<file path="config.mk">
export PLATFORM = sky130hd
export DESIGN_NAME = draw_scheduler
export DESIGN_NICKNAME = d
export VERILOG_FILES = /design/src/rtl/draw_scheduler.sv
export SDC_FILE = /design/constraint.sdc
export NUM_CORES = 1
export LEC_CHECK = 0
export CAP_MARGIN = 15
export CORE_AREA = 2 2 148 150
export CTS_CLUSTER_DIAMETER = 200
export DETAILED_ROUTE_END_ITERATION = 10
export DIE_AREA = 0 0 150 152
export PLACE_DENSITY = 0.7
export SETUP_SLACK_MARGIN = 0.2
export SYNTH_ARGS = -nofsm -noshare
export SYNTH_HDL_FRONTEND = slang
export SYNTH_SLANG_ARGS = --single-unit
</file>
<file path="constraint.sdc">
create_clock -name clk -period 5.9 [get_ports clk]
set_input_delay 1.18 -clock clk [delete_from_list [all_inputs] [get_ports clk]]
set_output_delay 1.18 -clock clk [all_outputs]
set_load 0.01 [all_outputs]
</file>
<file path="src/rtl/draw_scheduler.sv">
// Draw scheduler: tracks the colour last drawn for each of 13 screen jobs
// (9 board cells plus winner, turn, tie and tie2 indicators) and issues a
// draw job to an external drawer whenever a job's target colour differs
// from what is on screen. Jobs are picked round-robin after the last one
// completed; a sticky error flags a drawer that never reports completion.
module draw_scheduler #(
  parameter int TIMEOUT = 4095
) (
  input  logic        clk,
  input  logic        resetn,
  input  logic [17:0] ledr,
  input  logic [3:0]  winner,
  input  logic        tie,
  input  logic [1:0]  whose_turn,
  input  logic        refresh,
  input  logic        draw_ack,
  input  logic        draw_done,
  output logic        draw_req,
  output logic [7:0]  startx,
  output logic [6:0]  starty,
  output logic [2:0]  color,
  output logic [2:0]  selector,
  output logic [3:0]  job_id,
  output logic        busy,
  output logic        err
);

  localparam int NJOBS = 13;
  // Counter wide enough to hold TIMEOUT-1; at least one bit.
  localparam int CW    = (TIMEOUT < 2) ? 1 : $clog2(TIMEOUT + 1);

  localparam logic [3:0] JOB_WINNER = 4'd9;
  localparam logic [3:0] JOB_TURN   = 4'd10;
  localparam logic [3:0] JOB_TIE    = 4'd11;
  localparam logic [3:0] JOB_TIE2   = 4'd12;
  localparam logic [3:0] LAST_JOB   = 4'd12;

  typedef enum logic [1:0] {
    IDLE      = 2'd0,
    SELECT    = 2'd1,
    REQ       = 2'd2,
    WAIT_DONE = 2'd3
  } state_t;

  // ------------------------------------------------------------------
  // State
  // ------------------------------------------------------------------
  state_t                  state_q, state_d;
  logic [3:0]              ptr_q, ptr_d;
  logic [CW-1:0]           cnt_q, cnt_d;
  logic [NJOBS-1:0][2:0]   drawn_q, drawn_d;

  logic                    draw_req_q, draw_req_d;
  logic [7:0]              startx_q, startx_d;
  logic [6:0]              starty_q, starty_d;
  logic [2:0]              color_q, color_d;
  logic [2:0]              selector_q, selector_d;
  logic [3:0]              job_id_q, job_id_d;
  logic                    busy_q, busy_d;
  logic                    err_q, err_d;

  // ------------------------------------------------------------------
  // Target colours and dirty flags
  // ------------------------------------------------------------------
  logic [NJOBS-1:0][2:0]   target;
  logic [NJOBS-1:0]        dirty;

  // Two-bit player code to colour: player 1 green, player 2 blue, else white.
  function automatic logic [2:0] field_color(input logic [1:0] f);
    logic [2:0] c;
    case (f)
      2'b01:   c = 3'b010;
      2'b11:   c = 3'b001;
      default: c = 3'b111;
    endcase
    return c;
  endfunction

  genvar gi;
  generate
    for (gi = 0; gi < 9; gi++) begin : g_cell_target
      // Cell k lives at ledr[17-2k:16-2k], row-major A1..C3.
      assign target[gi] = field_color(ledr[17-2*gi -: 2]);
    end
  endgenerate

  assign target[JOB_WINNER] = (winner == 4'b1011) ? 3'b010 :
                              (winner == 4'b1010) ? 3'b001 : 3'b111;
  assign target[JOB_TURN]   = field_color(whose_turn);
  assign target[JOB_TIE]    = tie ? 3'b010 : 3'b111;
  assign target[JOB_TIE2]   = tie ? 3'b001 : 3'b111;

  generate
    for (gi = 0; gi < NJOBS; gi++) begin : g_dirty
      assign dirty[gi] = (target[gi] != drawn_q[gi]);
    end
  endgenerate

  // ------------------------------------------------------------------
  // Job descriptor lookup
  // ------------------------------------------------------------------
  function automatic logic [7:0] job_x(input logic [3:0] j);
    logic [7:0] x;
    case (j)
      4'd0, 4'd3, 4'd6: x = 8'd4;
      4'd1, 4'd4, 4'd7: x = 8'd44;
      4'd2, 4'd5, 4'd8: x = 8'd84;
      default:          x = 8'd145;
    endcase
    return x;
  endfunction

  function automatic logic [6:0] job_y(input logic [3:0] j);
    logic [6:0] y;
    case (j)
      4'd0, 4'd1, 4'd2: y = 7'd4;
      4'd3, 4'd4, 4'd5: y = 7'd44;
      4'd6, 4'd7, 4'd8: y = 7'd84;
      JOB_WINNER:       y = 7'd70;
      JOB_TURN:         y = 7'd100;
      JOB_TIE:          y = 7'd90;
      JOB_TIE2:         y = 7'd80;
      default:          y = 7'd0;
    endcase
    return y;
  endfunction

  function automatic logic [2:0] job_sel(input logic [3:0] j);
    logic [2:0] s;
    case (j)
      JOB_WINNER, JOB_TURN: s = 3'b001;
      JOB_TIE:              s = 3'b011;
      JOB_TIE2:             s = 3'b100;
      default:              s = 3'b000;
    endcase
    return s;
  endfunction

  // (p + i) mod NJOBS for p <= 12 and 1 <= i <= 13: one conditional subtract.
  function automatic logic [3:0] wrap_idx(input logic [3:0] p, input int i);
    int s;
    s = int'(p) + i;
    if (s >= NJOBS) s = s - NJOBS;
    return s[3:0];
  endfunction

  // ------------------------------------------------------------------
  // Round-robin pick
  // ------------------------------------------------------------------
  logic       pick_found;
  logic [3:0] pick_job;

  // Scan from farthest to nearest so the nearest dirty job after ptr wins.
  always_comb begin
    pick_found = 1'b0;
    pick_job   = 4'd0;
    for (int i = NJOBS; i >= 1; i--) begin
      if (dirty[wrap_idx(ptr_q, i)]) begin
        pick_found = 1'b1;
        pick_job   = wrap_idx(ptr_q, i);
      end
    end
  end

  logic in_flight;
  assign in_flight = (state_q == REQ) || (state_q == WAIT_DONE);

  // ------------------------------------------------------------------
  // Next-state, drawn bookkeeping and registered-output values
  // ------------------------------------------------------------------
  // Handshake FSM plus drawn-colour updates from completion and refresh.
  always_comb begin
    state_d    = state_q;
    ptr_d      = ptr_q;
    cnt_d      = cnt_q;
    drawn_d    = drawn_q;
    draw_req_d = draw_req_q;
    startx_d   = startx_q;
    starty_d   = starty_q;
    color_d    = color_q;
    selector_d = selector_q;
    job_id_d   = job_id_q;
    err_d      = err_q;

    case (state_q)
      IDLE: begin
        if (|dirty) state_d = SELECT;
      end

      SELECT: begin
        // Targets may have moved back in line with drawn since IDLE; in that
        // case there is nothing to issue and we simply go back to waiting.
        if (pick_found) begin
          job_id_d   = pick_job;
          startx_d   = job_x(pick_job);
          starty_d   = job_y(pick_job);
          selector_d = job_sel(pick_job);
          color_d    = target[pick_job];
          draw_req_d = 1'b1;
          state_d    = REQ;
        end else begin
          state_d = IDLE;
        end
      end

      REQ: begin
        // draw_done here is ignored even when it arrives with draw_ack.
        if (draw_ack) begin
          draw_req_d = 1'b0;
          cnt_d      = '0;
          state_d    = WAIT_DONE;
        end
      end

      WAIT_DONE: begin
        if (draw_done) begin
          // Record what was actually drawn; if the target moved meanwhile
          // the job stays dirty and comes round again.
          drawn_d[job_id_q] = color_q;
          ptr_d             = job_id_q;
          state_d           = IDLE;
        end else if (cnt_q == CW'(TIMEOUT - 1)) begin
          err_d   = 1'b1;
          ptr_d   = job_id_q;
          state_d = IDLE;
        end else begin
          cnt_d = cnt_q + 1'b1;
        end
      end

      default: state_d = IDLE;
    endcase

    // Refresh wipes the screen record, except for a job still with the
    // drawer: its completion will write its own colour.
    if (refresh) begin
      for (int j = 0; j < NJOBS; j++) begin
        if (!(in_flight && (job_id_q == 4'(j)))) drawn_d[j] = 3'b000;
      end
    end

    busy_d = (state_d != IDLE);
  end

  // ------------------------------------------------------------------
  // Registers
  // ------------------------------------------------------------------
  // State and output registers with synchronous active-low reset.
  always_ff @(posedge clk) begin
    if (!resetn) begin
      state_q    <= IDLE;
      ptr_q      <= LAST_JOB;
      cnt_q      <= '0;
      drawn_q    <= '0;
      draw_req_q <= 1'b0;
      startx_q   <= 8'd0;
      starty_q   <= 7'd0;
      color_q    <= 3'd0;
      selector_q <= 3'd0;
      job_id_q   <= 4'd0;
      busy_q     <= 1'b0;
      err_q      <= 1'b0;
    end else begin
      state_q    <= state_d;
      ptr_q      <= ptr_d;
      cnt_q      <= cnt_d;
      drawn_q    <= drawn_d;
      draw_req_q <= draw_req_d;
      startx_q   <= startx_d;
      starty_q   <= starty_d;
      color_q    <= color_d;
      selector_q <= selector_d;
      job_id_q   <= job_id_d;
      busy_q     <= busy_d;
      err_q      <= err_d;
    end
  end

  assign draw_req = draw_req_q;
  assign startx   = startx_q;
  assign starty   = starty_q;
  assign color    = color_q;
  assign selector = selector_q;
  assign job_id   = job_id_q;
  assign busy     = busy_q;
  assign err      = err_q;

endmodule

</file>
==> images/detail.png <==
The bar under the picture is 5 µm long. Window x 102 to 122, y 104 to 124 µm. Cells in grey, sequential cells in the stronger grey; small squares are vias.
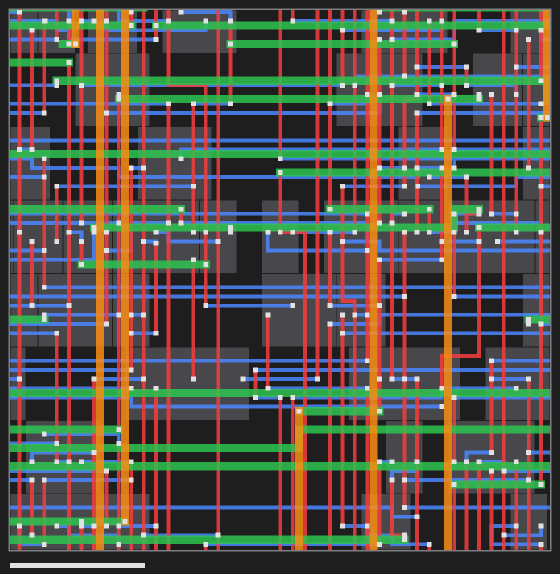
| colour | layer |
|---|---|
| green | metal 3 |
| orange | metal 4 |
| blue | metal 1 |
| red | metal 2 |
most frequent: buf_4 (5), nor2_1 (4), nor3_1 (4)
cells with their middle in the window: 33
sequential cells in the window: 0

==> impl_metrics.csv <==
group,metric,value,unit
pwr,cellPowerDensity,145,mW/mm²
sta,maxSlewHeadroom,19.6,%
cts,cts_root_buffer,"clkbuf_16",
sta,final-max-slew-violation-count,0,
layout,mostFrequentLayoutCells,"nand2_1, buf_4, nor2_1, o21ai_0, a21oi_1",
min_path,class_of_the_most_critical_hold_timing_path,"reg2reg",
floorplanning,die_width,150,µm
sta,fin_ws,0.310,ns
pwr,totalPowerFinal,0.00179,W
floorplanning,die_area,0.0228,mm²
worst_setup_path,critical_path.cell_chain,"clkdlybuf4s50_1 > and3b_1 > o21ai_0 > nand2_1 > o41ai_2 > a2111oi_1 > o32ai_2 > inv_2 > or3_1 > o2111ai_1 > a41o_1 > a32oi_4 > buf_4 > or2_1 > a311oi_1 > o31ai_1 > nand3_1",
layout,bufAreaShareNonClock,13.9,%
pwr,dominant_power_group,"sequential cells",
run_status,status,"finished clean",
layout,largest_register,"drawn_q",
yosys,post_synth_mux_area_share,8.12,%
layout,inv_count,22,
floorplanning,num_tapcells,280,
global_route,globalRouteOverflowTotal,0,
layout,layout_top_cell,"nand2_1",
yosys,netlist-cell-type-count,116,
sta,grt_setup_unrepaired,"yes",
sta,post_layout_min_period,5.59,ns
drt,ant_nets,0,
yosys,postSynthCellCount,1473,
global_route,antenna_found_initial,0,
floorplanning,io_pins,58,
pwr,power_report.internal_total,0.00114,W
global_route,met1_usage_grt,53.4,%
floorplanning,core_util_floorplan,49.1,%
yosys,synth_simple_gate_area_share,29.2,%
place,post_dp_cell_area,0.0120,mm²
==> images/wires.png <==
The bar under the picture is 50 µm long. Only two layers are drawn.
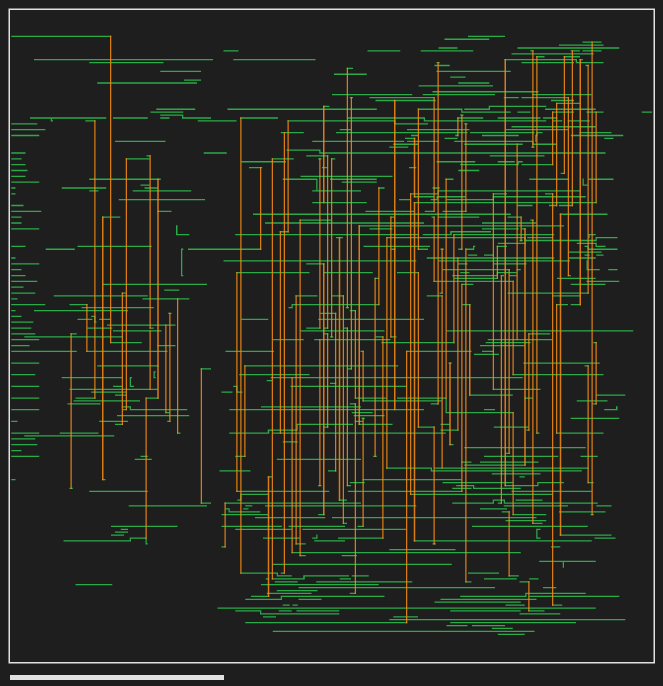
| colour | layer | wire length |
|---|---|---|
| orange | metal 4 | 4330 µm |
| green | metal 3 | 5250 µm |
wire length per cell after detailed routing: 27.5 µm
total wirelength of the detailed-routed design: 51100 µm
Tot GR Track Use: 44.0%
total number of vias: 13200

Power is estimated from default activity; no workload was simulated.
